[src/rtl/sync_filter_multi.sv]
// Multi-channel input conditioner: per-channel flop-chain synchroniser, N-cycle
// glitch filter and registered one-cycle rise/fall pulses on the filtered level.
module sync_filter_multi #(
  parameter int unsigned       NUM_CH        = 4,
  parameter int unsigned       STAGES        = 2,
  parameter int unsigned       FILTER_CYCLES = 3,
  parameter logic [NUM_CH-1:0] RST_VAL       = {NUM_CH{1'b1}}
) (
  input  logic              clk,
  input  logic              rst,
  input  logic [NUM_CH-1:0] async_in,
  output logic [NUM_CH-1:0] sync_out,
  output logic [NUM_CH-1:0] filt_out,
  output logic [NUM_CH-1:0] rise_pulse,
  output logic [NUM_CH-1:0] fall_pulse
);

  localparam int unsigned    CW       = $clog2(FILTER_CYCLES + 1);
  localparam logic [CW-1:0]  CNT_LAST = CW'(FILTER_CYCLES - 1);

  logic [NUM_CH-1:0][STAGES-1:0] chain_q;
  logic [NUM_CH-1:0][CW-1:0]     cnt_q, cnt_d;
  logic [NUM_CH-1:0]             filt_q, filt_d;
  logic [NUM_CH-1:0]             rise_q, rise_d;
  logic [NUM_CH-1:0]             fall_q, fall_d;

  always_ff @(posedge clk) begin
    if (rst) begin
      for (int unsigned i = 0; i < NUM_CH; i++) begin
        chain_q[i] <= {STAGES{RST_VAL[i]}};
      end
      cnt_q  <= '0;
      filt_q <= RST_VAL;
      rise_q <= '0;
      fall_q <= '0;
    end else begin
      for (int unsigned i = 0; i < NUM_CH; i++) begin
        chain_q[i] <= {chain_q[i][STAGES-2:0], async_in[i]};
      end
      cnt_q  <= cnt_d;
      filt_q <= filt_d;
      rise_q <= rise_d;
      fall_q <= fall_d;
    end
  end

  always_comb begin
    sync_out = '0;
    for (int unsigned i = 0; i < NUM_CH; i++) begin
      sync_out[i] = chain_q[i][STAGES-1];
    end
  end

  // Counter tracks consecutive disagreement; the flip and its pulse share one edge.
  always_comb begin
    cnt_d  = cnt_q;
    filt_d = filt_q;
    rise_d = '0;
    fall_d = '0;
    for (int unsigned i = 0; i < NUM_CH; i++) begin
      if (sync_out[i] == filt_q[i]) begin
        cnt_d[i] = '0;
      end else if (cnt_q[i] == CNT_LAST) begin
        cnt_d[i]  = '0;
        filt_d[i] = sync_out[i];
        rise_d[i] = sync_out[i];
        fall_d[i] = ~sync_out[i];
      end else begin
        cnt_d[i] = cnt_q[i] + 1'b1;
      end
    end
  end

  assign filt_out   = filt_q;
  assign rise_pulse = rise_q;
  assign fall_pulse = fall_q;

endmodule

[config.mk]
export PLATFORM = sky130hd
export DESIGN_NAME = sync_filter_multi
export DESIGN_NICKNAME = d
export VERILOG_FILES = /design/src/rtl/sync_filter_multi.sv
export SDC_FILE = /design/constraint.sdc
export NUM_CORES = 1
export LEC_CHECK = 0
export CORE_ASPECT_RATIO = 0.6
export CORE_MARGIN = 4
export CORE_UTILIZATION = 35
export DETAILED_ROUTE_END_ITERATION = 8
export PLACE_DENSITY = 0.6
export SYNTH_ARGS = -nofsm -noshare
export SYNTH_HDL_FRONTEND = slang
export SYNTH_SLANG_ARGS = --single-unit
[constraint.sdc]
create_clock -name clk -period 1.1 [get_ports clk]
set_clock_uncertainty 0.2 [all_clocks]
set_input_delay 0.275 -clock clk [delete_from_list [all_inputs] [get_ports clk]]
set_output_delay 0.275 -clock clk [all_outputs]
set_load 0.01 [all_outputs]
**Run 1: layout detail**

Scale bar: 10 um. Window x 7 to 32, y 0 to 25 um. Cells in grey, sequential cells in the stronger grey; small squares are vias.
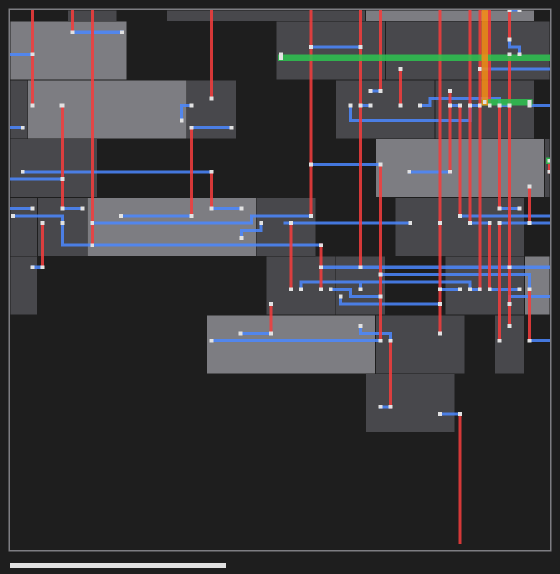
[orange] met4
[blue] met1
[red] met2
[green] met3
netlist names of flops here include: chain_q (2)
most frequent: or2_1 (3), dfxtp_2 (3), buf_6 (3)
cells with their middle in the window: 21
sequential cells in the window: 5

**Run 1: logic cells by family**

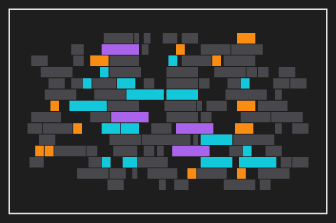
[purple] adder and majority cells | cells: 4
[cyan] NOR gates | cells: 16
[orange] AND and OR gates | cells: 12

**Run 1: nets reached from selected ports**

Scale bar: 20 um.
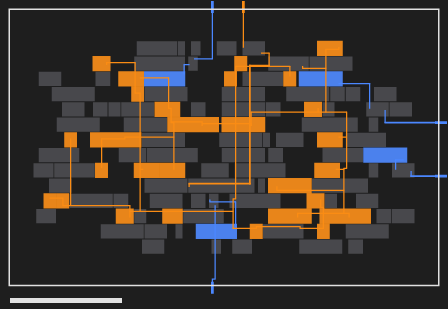
[orange] rst | bits: 1 | direction: input | edge: north | end cells: 28 | buffers: 3 | wire: 329 um
[blue] rise_pulse | bits: 4 | direction: output | edge: 2 east, 1 north, 1 south | end cells: 4 | buffers: 4 | wire: 67.2 um

==> CHANGELOG.md, run 1 <==
### Physical design

- Latency at later pin: 260 ps
- Detailed placer's ending HPWL: approximately 1100 um
- Die y size: 49.01 um
- Flop area: 583.1 um2
- Max-area cell share: 0.5714
- Die Area: between 0.003 and 0.004 mm2
- Num ports: 22
- Non-CTS inverters: 4
- Crit path to: filt_out[2]
- Flop pwr share: 0.605
- P&R area growth vs syn: 59.69%
- RR Startpoint: cnt_q[2]$_SDFF_PP0_
- Crit start category: flop
- Max reg flops: 8
- Ys Warns: 0
- Slowest cell on the critical path: dfxtp_2
- Postcts setup bufs: 0
- # Taps: 32
- Hold depth: 1
- Placed Cells: 134
- Most common cell in the netlist: dfxtp_1
- Top reg by flops: cnt_q
- Average wire per standard cell: 13.19 um
- Reg2reg setup slack: -40 ps
- Mapped Cells: 79
- Final Hold Fails: 0
- Final setup violation count: 23
- Registers: 28
- Dpl cell area: 0.001303 mm2
- Clock buffer count: 3
- Worst-Margin Slew: 207.4 ps
- Aoi share: 0.03571
- Placer congestion estimate: 0.6096
- TritonCTS clock tree: yes
- Hold buffer count at CTS: 0
- Mean post-synth cell area: 12.42 um2
- Largest net degree at the start of global routing: 15
- Max-slew violations: 0
- Yosys cell types: 13
- Initial antenna violation count: 0
- Basic Gates by Area: 0.2258
- Worst Setup SP: filt_out[2]$_SDFFE_PP1P_
- Drt pass-1 iters: 3
- Wire length of the first global-routing pass: around 2800 um
- Post-layout instance area: 0.001567 mm2
- Met1 Track Usage GR: 0.09989
- Total CTS buffers: 3
- Nets: 122
- Required @ worst endpoint: 620 ps
- Max FO, Critical Path: 2
- Min setup slack post-route: -85.77 ps
- Switching share of power: 0.2035
- Synth area leader: dfxtp_1
- WP buf/inv: 1
- #FFs+latches synth: 28
- Cell Area, Synth: 980.9 um2
- XOR Share, Synth: 0.03571
- Final worst-path cycle share: 1.078
- Post-layout util: 0.6042
- Clock Power: between 500 and 600 uW
- Final ANT Viol Nets: 0
- Metal3 WL: 140 um
- EDFF count, synth: 0
- Post_cts resized: approximately 95
- Critical Path Stages: 1
- Log Warnings: 28
- Place WS: -431.6 ps
- ANT cells: 0
- Worst R2R Path Depth: 4
- CTS clk-pin slew, worst paths: 80 ps
- CTS Buffer Depth: 2
- Asr flop ratio synth: 0
- Sequential group power: 1.04 mW
- Top Layout Cells: dfxtp_2, buf_6, buf_4
- Core Density at Floorplan: 0.3784
- Clk tree area frac: 0.02636
- Max power group: sequential cells
- Seq/Total Area, Yosys: 0.5714
- Worst Hold Class: reg2reg
- Adder Share, Synth: 0.05102
- Int Pwr: 1.374 mW
- Max Used Layer: met4
- Yosys stat area: 980.9 um2
- Biggest area cells: dfxtp_1, and4bb_2, ha_1, or2_1, nor4_1
- Worst Hold Endpoint: sync_out[1]$_SDFF_PP1_
- Port Buffer Count: 21
- Metal-1 WL: 774 um
- GRT Total Usage: 0.09639
- Die width: 76.35 um
- Vias in the first global route: 614
- DR WL met2: 922 um
- Gr ovfl total: 0
- Setup_tns: -1401 ps
- Status: finished with violations
- Placement row count: 14
- Max Freq: 843.3 MHz
- Failing checks: setup timing
- Mapped Nets: 89
- DRT iter0 DRCs: 17
- Comb_multi_in: 40
- Setup CP Type: reg2out
- Busiest layer in global routing: met2
- Mux frac, synth: 0
- Signal buffers share of area: 0.2173
- Clock Sinks: 28
- Fin Hold WS: 206.4 ps
- Crit path arrival time: between 700 and 800 ps
- Final WL: 1873 um
- Met3 GRT Util: 0.05720
- Core footprint: 0.002592 mm2
- Post-DR vias/cell: 4.754
- H-tree levels: 1
- Highest-count logic cell in the final layout: dfxtp_2
- Worst path max stage delay: 330 ps
- Main logic family after synthesis: simple AND/OR/NAND/NOR gates
- Comb. cell area: 546.8 um2
- Share of layout cells above drive strength 1: 0.7000
- Part of the power in the clock network: 0.304
--- run 2 (diff from run 1) ---
--- a/config.mk
+++ b/config.mk
@@ -9,6 +9,7 @@
 export CORE_MARGIN = 4
 export CORE_UTILIZATION = 35
 export DETAILED_ROUTE_END_ITERATION = 8
+export GPL_TIMING_DRIVEN = 0
 export PLACE_DENSITY = 0.6
 export SYNTH_ARGS = -nofsm -noshare
 export SYNTH_HDL_FRONTEND = slang
**Run 2: sequential cells coloured by netlist name**

Scale bar: 20 um.
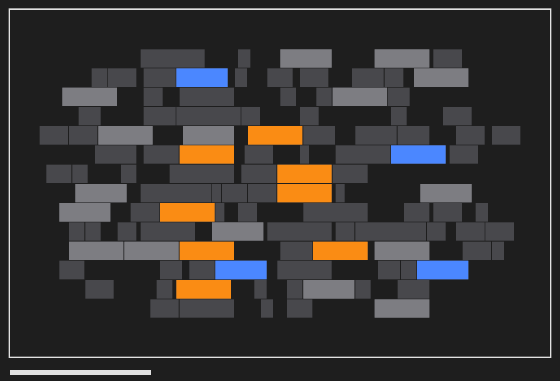
[orange] cnt_q | sequential cells: 8 | where: centre
[blue] fall_pulse | sequential cells: 4

**Run 2: logic cells by family**

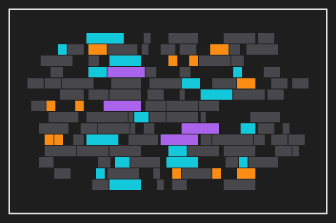
[purple] adder and majority cells | cells: 4 | where: centre
[cyan] NOR gates | cells: 16
[orange] AND and OR gates | cells: 12 | where: widely spread

==> CHANGELOG.md, run 2 <==
### Physical design

- Max-slew violations: 0
- Final worst-path cycle share: 1.171
- Post_cts resized: between 90 and 100
- P&R area growth vs syn: 58.93%
- Post-DR vias/cell: 4.713
- Met1 Track Usage GR: 0.1071
- Setup_tns: -1668 ps
- Max Used Layer: met4
- Registers: 28
- Latency at later pin: 270 ps
- RR Startpoint: cnt_q[0]$_SDFF_PP0_
- Busiest layer in global routing: met2
- Core Density at Floorplan: 0.3784
- Port Buffer Count: 20
- Critical Path Stages: 2
- Mean post-synth cell area: roughly 12 um2
- Wire length of the first global-routing pass: 3125 um
- Worst path max stage delay: 340 ps
- Worst Hold Class: in2reg
- Adder Share, Synth: 0.05102
- Mux frac, synth: 0
- Hold depth: 2
- Share of layout cells above drive strength 1: 0.7027
- Mapped Cells: 79
- Yosys cell types: 13
- Failing checks: setup timing
- Post-layout instance area: 0.001559 mm2
- Gr ovfl total: 0
- Postcts setup bufs: 11
- Final setup violation count: 24
- Die width: 76.35 um
- Ys Warns: 0
- Hold buffer count at CTS: 0
- Status: finished with violations
- Comb_multi_in: ~40
- Worst Setup SP: sync_out[3]$_SDFF_PP1_
- Switching share of power: 0.2132
- Setup CP Type: reg2out
- Max reg flops: 8
- CTS Buffer Depth: 2
- Max FO, Critical Path: 2
- Post-layout util: 0.6014
- Max Freq: 776.3 MHz
- Clock Sinks: 28
- Aoi share: 0.03571
- Reg2reg setup slack: -50 ps
- # Taps: 32
- Non-CTS inverters: 4
- Basic Gates by Area: 0.2258
- Clk tree area frac: 0.02648
- Most common cell in the netlist: dfxtp_1
- Mapped Nets: 89
- Crit path arrival time: 810 ps
- Asr flop ratio synth: 0
- Metal3 WL: between 100 and 150 um
- Vias in the first global route: approximately 700
- Final ANT Viol Nets: 0
- XOR Share, Synth: 0.03571
- Placement row count: 14
- Flop pwr share: 0.602
- Placer congestion estimate: 0.6654
- Dpl cell area: 0.001276 mm2
- ANT cells: 0
- Slowest cell on the critical path: dfxtp_2
- Clock Power: 539 uW
- Final Hold Fails: 0
- Core footprint: 0.002592 mm2
- Largest net degree at the start of global routing: 15
- Main logic family after synthesis: simple AND/OR/NAND/NOR gates
- Flop area: 583.1 um2
- Worst R2R Path Depth: 3
- Synth area leader: dfxtp_1
- Average wire per standard cell: 13.49 um
- Min setup slack post-route: -188.2 ps
- Detailed placer's ending HPWL: approximately 1200 um
- Place WS: -419.8 ps
- Top reg by flops: cnt_q
- Log Warnings: 28
- Max-area cell share: 0.5714
- Crit start category: flop
- Drt pass-1 iters: 2
- Comb. cell area: 546.8 um2
- Total CTS buffers: 3
- EDFF count, synth: 0
- Yosys stat area: 980.9 um2
- Biggest area cells: dfxtp_1, and4bb_2, ha_1, or2_1, nor4_1
- WP buf/inv: 2
- Met3 GRT Util: 0.05720
- Fin Hold WS: ~31 ps
- Final WL: 1929 um
- Seq/Total Area, Yosys: 0.5714
- Int Pwr: 1.365 mW
- Cell Area, Synth: 980.9 um2
- Crit path to: sync_out[3]
--- run 3 (diff from run 2) ---
--- a/config.mk
+++ b/config.mk
@@ -11,6 +11,8 @@
 export DETAILED_ROUTE_END_ITERATION = 8
 export GPL_TIMING_DRIVEN = 0
 export PLACE_DENSITY = 0.6
+export SKIP_CTS_REPAIR_TIMING = 1
+export SLEW_MARGIN = 10
 export SYNTH_ARGS = -nofsm -noshare
 export SYNTH_HDL_FRONTEND = slang
 export SYNTH_SLANG_ARGS = --single-unit
**Run 3: congestion heat map**

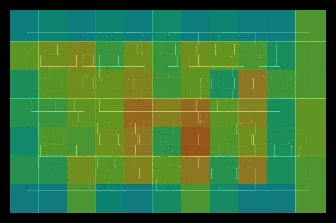
busiest layer in global routing: met2
GRT Total Usage: 0.09224
met1 Track Usage GR: 0.09821

**Run 3: nets reached from selected ports**

Scale bar: 20 um.
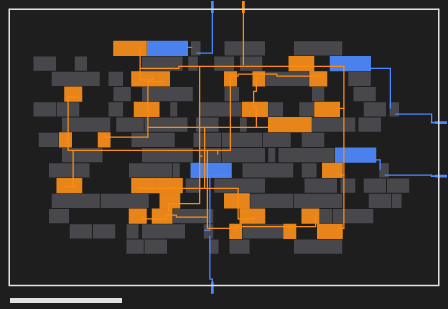
[orange] rst | bits: 1 | direction: input | edge: north | end cells: 28 | buffers: 3 | wire: 339 um
[blue] rise_pulse | bits: 4 | direction: output | edge: 2 east, 1 north, 1 south | end cells: 4 | buffers: 4 | wire: 66.2 um

==> CHANGELOG.md, run 3 <==
### Physical design

- Ys Warns: 0
- Core Density at Floorplan: 0.3784
- Worst Hold Endpoint: rise_pulse[0]$_SDFF_PP0_
- EDFF count, synth: 0
- Placement row count: 14
- Gr ovfl total: 0
- Top Layout Cells: buf_6, dfxtp_1, dfxtp_2
- Worst Setup SP: sync_out[2]$_SDFF_PP1_
- Critical Path Stages: 2
- Dpl cell area: approximately 0.0013 mm2
- Clk tree area frac: 0.02768
- Setup CP Type: reg2out
- WP buf/inv: 2
- Worst Hold Class: in2reg
- Worst path max stage delay: 370 ps
- Basic Gates by Area: 0.2258
- Met3 GRT Util: 0.05535
- Main logic family after synthesis: simple AND/OR/NAND/NOR gates
- Post-layout util: 0.5753
- Metal3 WL: 127 um
- Part of the power in the clock network: 0.311
- Yosys cell types: 13
- Place WS: -419.8 ps
- Reg2reg setup slack: -30 ps
- TritonCTS clock tree: yes
- Switching share of power: 0.2047
- Flop area: ~600 um2
- Num ports: 22
- Sequential group power: 1.03 mW
- Vias in the first global route: 614
- Failing checks: setup timing
- Comb_multi_in: 40
- Non-CTS inverters: 4
- Synth area leader: dfxtp_1
- Setup_tns: -1965 ps
- Final worst-path cycle share: 1.203
- Initial antenna violation count: 0
- Largest net degree at the start of global routing: 15
- Post-DR vias/cell: 4.734
- Max-area cell share: 0.5714
- #FFs+latches synth: 28
- Wire length of the first global-routing pass: 2718 um
- Mapped Nets: a little under 90
- Aoi share: 0.03571
- Max FO, Critical Path: 5
- XOR Share, Synth: 0.03571
- Cell Area, Synth: ~980 um2
- DRT iter0 DRCs: 30
- Placer congestion estimate: 0.6654
- Adder Share, Synth: 0.05102
- Detailed placer's ending HPWL: 1165 um
- Max-slew violations: 0
- Max Freq: around 760 MHz
- Mapped Cells: between 70 and 80
- Biggest area cells: dfxtp_1, and4bb_2, ha_1, or2_1, nor4_1
- Max power group: sequential cells
- Clock Sinks: 28
- Die width: 76.35 um
- Final setup violation count: 20
- Highest-count logic cell in the final layout: buf_6
- Min setup slack post-route: -223.3 ps
- Fin Hold WS: 24.41 ps
- Status: finished with violations
- Required @ worst endpoint: 620 ps
- Yosys stat area: 980.9 um2
- Crit start category: flop
- Log Warnings: 27
- Post-layout instance area: roughly 0.0015 mm2
- Signal buffers share of area: 0.2190
- P&R area growth vs syn: 52.04%
- Final ANT Viol Nets: 0
- Most common cell in the netlist: dfxtp_1
- Final Hold Fails: 0
- RR Startpoint: cnt_q[4]$_SDFF_PP0_
- Die Area: ~0.0037 mm2
- CTS Buffer Depth: 2
- Nets: around 120
- Worst R2R Path Depth: 3
- Drt pass-1 iters: 2
- CTS clk-pin slew, worst paths: 80 ps
- Total CTS buffers: 3
- Seq/Total Area, Yosys: 0.5714
- Slowest cell on the critical path: dfxtp_4
- Int Pwr: between 1 and 1.5 mW
- Final WL: roughly 1800 um
- Mux frac, synth: 0
- # Taps: 32
- DR WL met2: 821 um
- Latency at later pin: 260 ps
- Hold depth: 2
- Core footprint: 0.002592 mm2
- Crit path to: sync_out[2]
- Flop pwr share: 0.611
- Clock Power: 526 uW
- Die y size: 49.01 um
- Mean post-synth cell area: 12.42 um2
- Metal-1 WL: between 700 and 800 um
- Placed Cells: 131
Power is estimated from default activity; no workload was simulated.
